**src/rtl/tpm_fifo_stream_tracker_if.sv**
```systemverilog
// tpm_fifo_stream_tracker_if: SPI byte-exchange handshake feeding the TPM FIFO stream tracker.
interface tpm_fifo_stream_tracker_if #(
  parameter int NUM_DATA_BITS = 8
);
  logic                     frame_active;
  logic                     byte_valid;
  logic [NUM_DATA_BITS-1:0] mosi_byte;
  logic [NUM_DATA_BITS-1:0] miso_byte;
  modport master (output frame_active, byte_valid, mosi_byte, miso_byte);
  modport slave  (input  frame_active, byte_valid, mosi_byte, miso_byte);
endinterface

```
**src/rtl/tpm_fifo_stream_tracker.sv**
```systemverilog
// tpm_fifo_stream_tracker: decodes TPM SPI frames and tracks command/response streams on the FIFO register.
module tpm_fifo_stream_tracker #(
  parameter int          NUM_DATA_BITS  = 8,
  parameter logic [23:0] FIFO_ADDR      = 24'hD40024,
  parameter int          MAX_XFER_BYTES = 64,
  parameter int          LEN_WIDTH      = 12
) (
  input  logic                     sys_clk,
  input  logic                     rst_n,
  tpm_fifo_stream_tracker_if.slave bus,
  output logic                     hdr_valid,
  output logic                     xfer_is_read,
  output logic [6:0]               xfer_size,
  output logic [23:0]              xfer_addr,
  output logic                     addr_match,
  output logic                     data_valid,
  output logic [NUM_DATA_BITS-1:0] data_byte,
  output logic [5:0]               data_index,
  output logic [LEN_WIDTH-1:0]     stream_offset,
  output logic [LEN_WIDTH-1:0]     stream_len,
  output logic                     stream_is_read,
  output logic                     payload_valid,
  output logic                     stream_done,
  output logic                     proto_err
);
  typedef enum logic [2:0] {IDLE, HDR, ADDR_HI, ADDR_MID, ADDR_LO, WAIT, DATA, DONE} state_t;
  typedef struct packed {
    logic                     hdr_valid;
    logic                     xfer_is_read;
    logic [6:0]               xfer_size;
    logic [23:0]              xfer_addr;
    logic                     addr_match;
    logic                     data_valid;
    logic [NUM_DATA_BITS-1:0] data_byte;
    logic [5:0]               data_index;
    logic [LEN_WIDTH-1:0]     stream_offset;
    logic [LEN_WIDTH-1:0]     stream_len;
    logic                     stream_is_read;
    logic                     payload_valid;
    logic                     stream_done;
    logic                     proto_err;
  } out_t;
  localparam logic [6:0] MAX_SZ = 7'(MAX_XFER_BYTES);
  state_t                   state_q, state_d, st_byte;
  out_t                     o_q, o_d;
  logic                     sync_q, sync_d, done_err_q, done_err_d;
  logic [6:0]               cnt_q, cnt_d, size_raw;
  logic [23:0]              sh_q, sh_d;
  logic [31:0]              full_len;
  logic [NUM_DATA_BITS-1:0] byte_w;
  logic                     last, abort, len_bad, rd_mismatch;
  assign size_raw    = {1'b0, bus.mosi_byte[5:0]} + 7'd1;
  assign last        = cnt_q == o_q.xfer_size - 7'd1;
  assign byte_w      = o_q.xfer_is_read ? bus.miso_byte : bus.mosi_byte;
  assign full_len    = {sh_q, byte_w};
  assign len_bad     = (full_len >> LEN_WIDTH) != 32'd0 || full_len < 32'd10;
  assign rd_mismatch = o_q.stream_offset != '0 && o_q.xfer_is_read != o_q.stream_is_read;
  // a byte coincident with frame end is applied first, so completing the last data byte is not an abort
  assign abort       = state_q != IDLE && !bus.frame_active && st_byte != DONE;
  always_ff @(posedge sys_clk or negedge rst_n)
    if (!rst_n) state_q <= IDLE;
    else state_q <= state_d;
  always_comb begin
    st_byte = state_q;
    if (bus.byte_valid)
      case (state_q)
        HDR:           st_byte = ADDR_HI;
        ADDR_HI:       st_byte = ADDR_MID;
        ADDR_MID:      st_byte = ADDR_LO;
        ADDR_LO, WAIT: st_byte = bus.miso_byte[0] ? DATA : WAIT;
        DATA:          st_byte = last ? DONE : DATA;
        default:       st_byte = state_q;
      endcase
    state_d = st_byte;
    // sync_q holds off frame starts until slave-select has been seen idle after reset
    if (state_q == IDLE) state_d = (bus.frame_active && sync_q) ? HDR : IDLE;
    else if (!bus.frame_active) state_d = IDLE;
  end
  always_comb begin
    o_d               = o_q;
    o_d.hdr_valid     = 1'b0;
    o_d.data_valid    = 1'b0;
    o_d.payload_valid = 1'b0;
    o_d.stream_done   = 1'b0;
    o_d.proto_err     = 1'b0;
    sync_d            = sync_q | ~bus.frame_active;
    done_err_d        = done_err_q;
    cnt_d             = cnt_q;
    sh_d              = sh_q;
    if (state_q == IDLE && state_d == HDR) begin
      done_err_d     = 1'b0;
      o_d.addr_match = 1'b0;
      cnt_d          = '0;
    end
    if (bus.byte_valid)
      case (state_q)
        HDR: begin
          o_d.xfer_is_read = bus.mosi_byte[7];
          o_d.xfer_size    = size_raw > MAX_SZ ? MAX_SZ : size_raw;
        end
        ADDR_HI:  o_d.xfer_addr[23:16] = bus.mosi_byte;
        ADDR_MID: o_d.xfer_addr[15:8]  = bus.mosi_byte;
        ADDR_LO: begin
          o_d.xfer_addr[7:0] = bus.mosi_byte;
          o_d.hdr_valid      = 1'b1;
          o_d.addr_match     = {o_q.xfer_addr[23:8], bus.mosi_byte} == FIFO_ADDR;
        end
        DATA: begin
          o_d.data_valid = 1'b1;
          o_d.data_byte  = byte_w;
          o_d.data_index = cnt_q[5:0];
          cnt_d          = cnt_q + 7'd1;
          if (o_q.addr_match && rd_mismatch) begin
            o_d.proto_err      = 1'b1;
            o_d.stream_is_read = o_q.xfer_is_read;
            o_d.stream_offset  = LEN_WIDTH'(1);
            o_d.stream_len     = '0;
          end else if (o_q.addr_match) begin
            if (o_q.stream_offset == '0) o_d.stream_is_read = o_q.xfer_is_read;
            o_d.stream_offset = o_q.stream_offset + LEN_WIDTH'(1);
            if (o_q.stream_offset >= LEN_WIDTH'(2) && o_q.stream_offset <= LEN_WIDTH'(4)) sh_d = {sh_q[15:0], byte_w};
            if (o_q.stream_offset == LEN_WIDTH'(5)) begin
              o_d.proto_err     = len_bad;
              o_d.stream_len    = len_bad ? '0 : full_len[LEN_WIDTH-1:0];
              o_d.stream_offset = len_bad ? '0 : LEN_WIDTH'(6);
            end
            o_d.payload_valid = o_q.stream_offset >= LEN_WIDTH'(10);
            if (o_q.stream_len != '0 && o_q.stream_offset == o_q.stream_len - LEN_WIDTH'(1)) begin
              o_d.stream_done   = 1'b1;
              o_d.stream_offset = '0;
              o_d.stream_len    = '0;
            end
          end
        end
        DONE: begin
          o_d.proto_err = ~done_err_q;
          done_err_d    = 1'b1;
        end
        default: ;
      endcase
    if (state_q != IDLE && !bus.frame_active) o_d.addr_match = 1'b0;
    if (abort) begin
      o_d.proto_err      = 1'b1;
      o_d.stream_offset  = '0;
      o_d.stream_len     = '0;
      o_d.stream_is_read = 1'b0;
    end
  end
  always_ff @(posedge sys_clk or negedge rst_n)
    if (!rst_n) begin
      o_q        <= '0;
      sync_q     <= 1'b0;
      done_err_q <= 1'b0;
      cnt_q      <= '0;
      sh_q       <= '0;
    end else begin
      o_q        <= o_d;
      sync_q     <= sync_d;
      done_err_q <= done_err_d;
      cnt_q      <= cnt_d;
      sh_q       <= sh_d;
    end
  assign hdr_valid      = o_q.hdr_valid;
  assign xfer_is_read   = o_q.xfer_is_read;
  assign xfer_size      = o_q.xfer_size;
  assign xfer_addr      = o_q.xfer_addr;
  assign addr_match     = o_q.addr_match;
  assign data_valid     = o_q.data_valid;
  assign data_byte      = o_q.data_byte;
  assign data_index     = o_q.data_index;
  assign stream_offset  = o_q.stream_offset;
  assign stream_len     = o_q.stream_len;
  assign stream_is_read = o_q.stream_is_read;
  assign payload_valid  = o_q.payload_valid;
  assign stream_done    = o_q.stream_done;
  assign proto_err      = o_q.proto_err;
endmodule

```
**src/flat_wrapper.sv**
```systemverilog
// flat-port wrapper written by rule: the top's interface ports become plain ports
module tpm_fifo_stream_tracker_flat 
#(
  parameter int          NUM_DATA_BITS  = 8,
  parameter logic [23:0] FIFO_ADDR      = 24'hD40024,
  parameter int          MAX_XFER_BYTES = 64,
  parameter int          LEN_WIDTH      = 12
)
  (sys_clk, rst_n, hdr_valid, xfer_is_read, xfer_size, xfer_addr, addr_match, data_valid, data_byte, data_index, stream_offset, stream_len, stream_is_read, payload_valid, stream_done, proto_err, bus_frame_active, bus_byte_valid, bus_mosi_byte, bus_miso_byte);
  tpm_fifo_stream_tracker_if #(.NUM_DATA_BITS(NUM_DATA_BITS)) bus_i ();
  input  logic sys_clk;
  input  logic rst_n;
  output logic hdr_valid;
  output logic xfer_is_read;
  output logic [6:0] xfer_size;
  output logic [23:0] xfer_addr;
  output logic addr_match;
  output logic data_valid;
  output logic [NUM_DATA_BITS-1:0] data_byte;
  output logic [5:0] data_index;
  output logic [LEN_WIDTH-1:0] stream_offset;
  output logic [LEN_WIDTH-1:0] stream_len;
  output logic stream_is_read;
  output logic payload_valid;
  output logic stream_done;
  output logic proto_err;
  input wire logic [$bits(bus_i.frame_active)-1:0] bus_frame_active;
  input wire logic [$bits(bus_i.byte_valid)-1:0] bus_byte_valid;
  input wire logic [$bits(bus_i.mosi_byte)-1:0] bus_mosi_byte;
  input wire logic [$bits(bus_i.miso_byte)-1:0] bus_miso_byte;
  assign bus_i.frame_active = bus_frame_active;
  assign bus_i.byte_valid = bus_byte_valid;
  assign bus_i.mosi_byte = bus_mosi_byte;
  assign bus_i.miso_byte = bus_miso_byte;
  tpm_fifo_stream_tracker #(.NUM_DATA_BITS(NUM_DATA_BITS), .FIFO_ADDR(FIFO_ADDR), .MAX_XFER_BYTES(MAX_XFER_BYTES), .LEN_WIDTH(LEN_WIDTH)) u_core (.sys_clk(sys_clk), .rst_n(rst_n), .bus(bus_i), .hdr_valid(hdr_valid), .xfer_is_read(xfer_is_read), .xfer_size(xfer_size), .xfer_addr(xfer_addr), .addr_match(addr_match), .data_valid(data_valid), .data_byte(data_byte), .data_index(data_index), .stream_offset(stream_offset), .stream_len(stream_len), .stream_is_read(stream_is_read), .payload_valid(payload_valid), .stream_done(stream_done), .proto_err(proto_err));
endmodule
```
**config.mk**
```make
export PLATFORM = sky130hd
export DESIGN_NAME = tpm_fifo_stream_tracker_flat
export DESIGN_NICKNAME = d
export VERILOG_FILES = /design/src/rtl/tpm_fifo_stream_tracker_if.sv /design/src/rtl/tpm_fifo_stream_tracker.sv /design/src/flat_wrapper.sv
export SDC_FILE = /design/constraint.sdc
export NUM_CORES = 1
export LEC_CHECK = 0
export ABC_AREA = 1
export ABC_CLOCK_PERIOD_IN_PS = 2600
export CAP_MARGIN = 20
export CORE_UTILIZATION = 40
export DETAILED_ROUTE_END_ITERATION = 10
export GPL_TIMING_DRIVEN = 0
export SYNTH_ARGS = -nofsm -noshare
export SYNTH_HDL_FRONTEND = slang
export SYNTH_SLANG_ARGS = --single-unit
export TNS_END_PERCENT = 10
```
**constraint.sdc**
```tcl
create_clock -name sys_clk -period 2.6 [get_ports sys_clk]
set_clock_uncertainty 0.15 [all_clocks]
set_input_delay 0.52 -clock sys_clk [delete_from_list [all_inputs] [get_ports sys_clk]]
set_output_delay 0.52 -clock sys_clk [all_outputs]
set_load 0.05 [all_outputs]
```
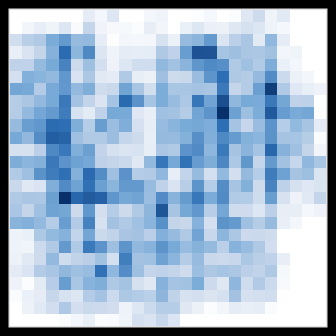
**Above:** signal metal coverage by tile.
26 x 26 tiles, from white (low) to dark blue (high), scaled to the fullest tile. Values are wire area over tile area, all layers added.
mean over tiles: 0.16
fullest tile: 0.52
nearly empty tiles: 12%
tiles over half the peak: 19%
total routed wirelength: 16800 um
routed len/inst: 14.5 um
Tot GR Track Use: 0.221
vias: 5676

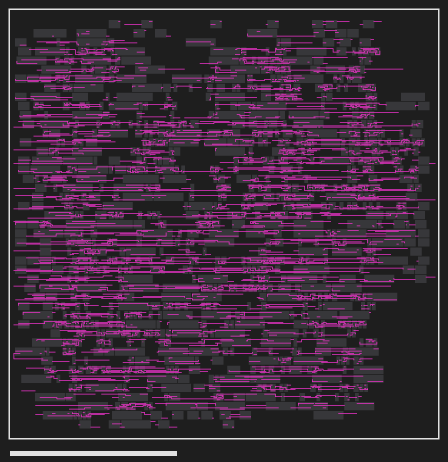
**Above:** the metal 1 layer.
The bar under the picture is 50 um long. Cells faint in the background.
wire length on this layer: 8030 um
main direction: horizontal
longest straight run: 38.2 um
M1 GR Usage: 0.301

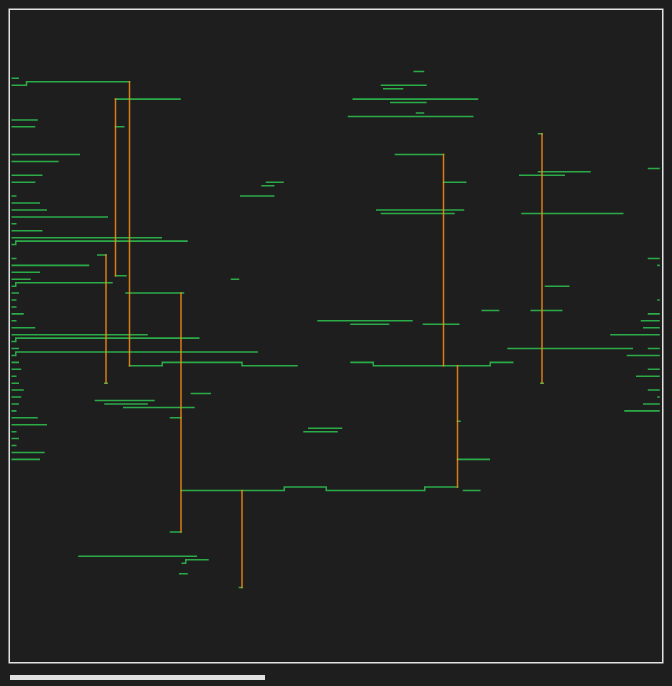
**Above:** signal wires by layer.
The bar under the picture is 50 um long. Only two layers are drawn.
legend:
  green:
    layer: metal 3
    wire_length: 908 um
  orange:
    layer: metal 4
    wire_length: 296 um

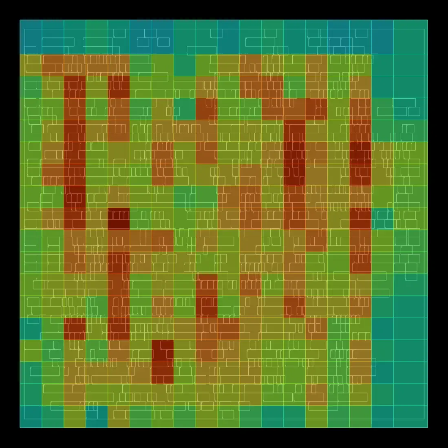
**Above:** routing congestion map.
M2 GR Usage: 0.345
Core Util, Final: 0.540
GR peak layer: met2
GR Util met3: 0.0522

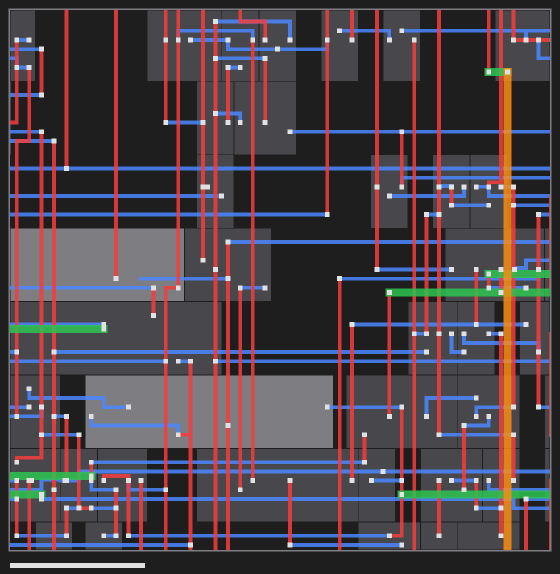
**Above:** close-up of the layout.
The bar under the picture is 5 um long. Window x 86 to 106, y 86 to 106 um. Cells in grey, sequential cells in the stronger grey; small squares are vias.
legend:
  red:
    layer: metal 2
  green:
    layer: metal 3
  orange:
    layer: metal 4
  blue:
    layer: metal 1
sequential cells in the window: 2
cells with their middle in the window: 31
netlist names of flops here include: `u_core.stream_offset` (2)
most frequent: nand2_1 (7), nor2_1 (5)

==> results.cfg <==
; generated from flow reports
[critical_path]
r2r_cells = 13
path_class = register to primary output
worst-path-stages = 1
endpoint = addr_match

[hold_path]
hp-class = input pin to register
hold_path_end = u_core.stream_len[9]

[power]
swShare = 0.352
clk-power_uw = 2630
ir_worst_vdd_mv = 0.731
power.leakage_uw = 0.00397
power.density_nw_per_um2 = 816
maxPowerGroup = clock

[final_layout]
layout_top_cell = nand2_1
ff_latch_area_um2 = 2830
buffer_area_frac = 0.139
num-multi-input-gates = 577
clk_share = 0.0806

[global_route]
grt_antenna_before_repair = 0
grt_pass1_wl_um = 27800
grt_max_degree = 85

[floorplan]
die_x_um = 128

[placement]
place_hpwl_um = 12600

[run]
drv_cap = 0

[logic_synthesis]
xor_share = 0.0382
ff_type = dfrtp_1
yosysTopAreaCell = dfrtp_1

[outcome]
status = finished, final reports clean

[routing]
drc_errors = 0

[clock_tree]
htree_levels = 4

[sta]
tns_ps = 0
setup_slack_ps = 66.0
finalHoldViolCount = 0
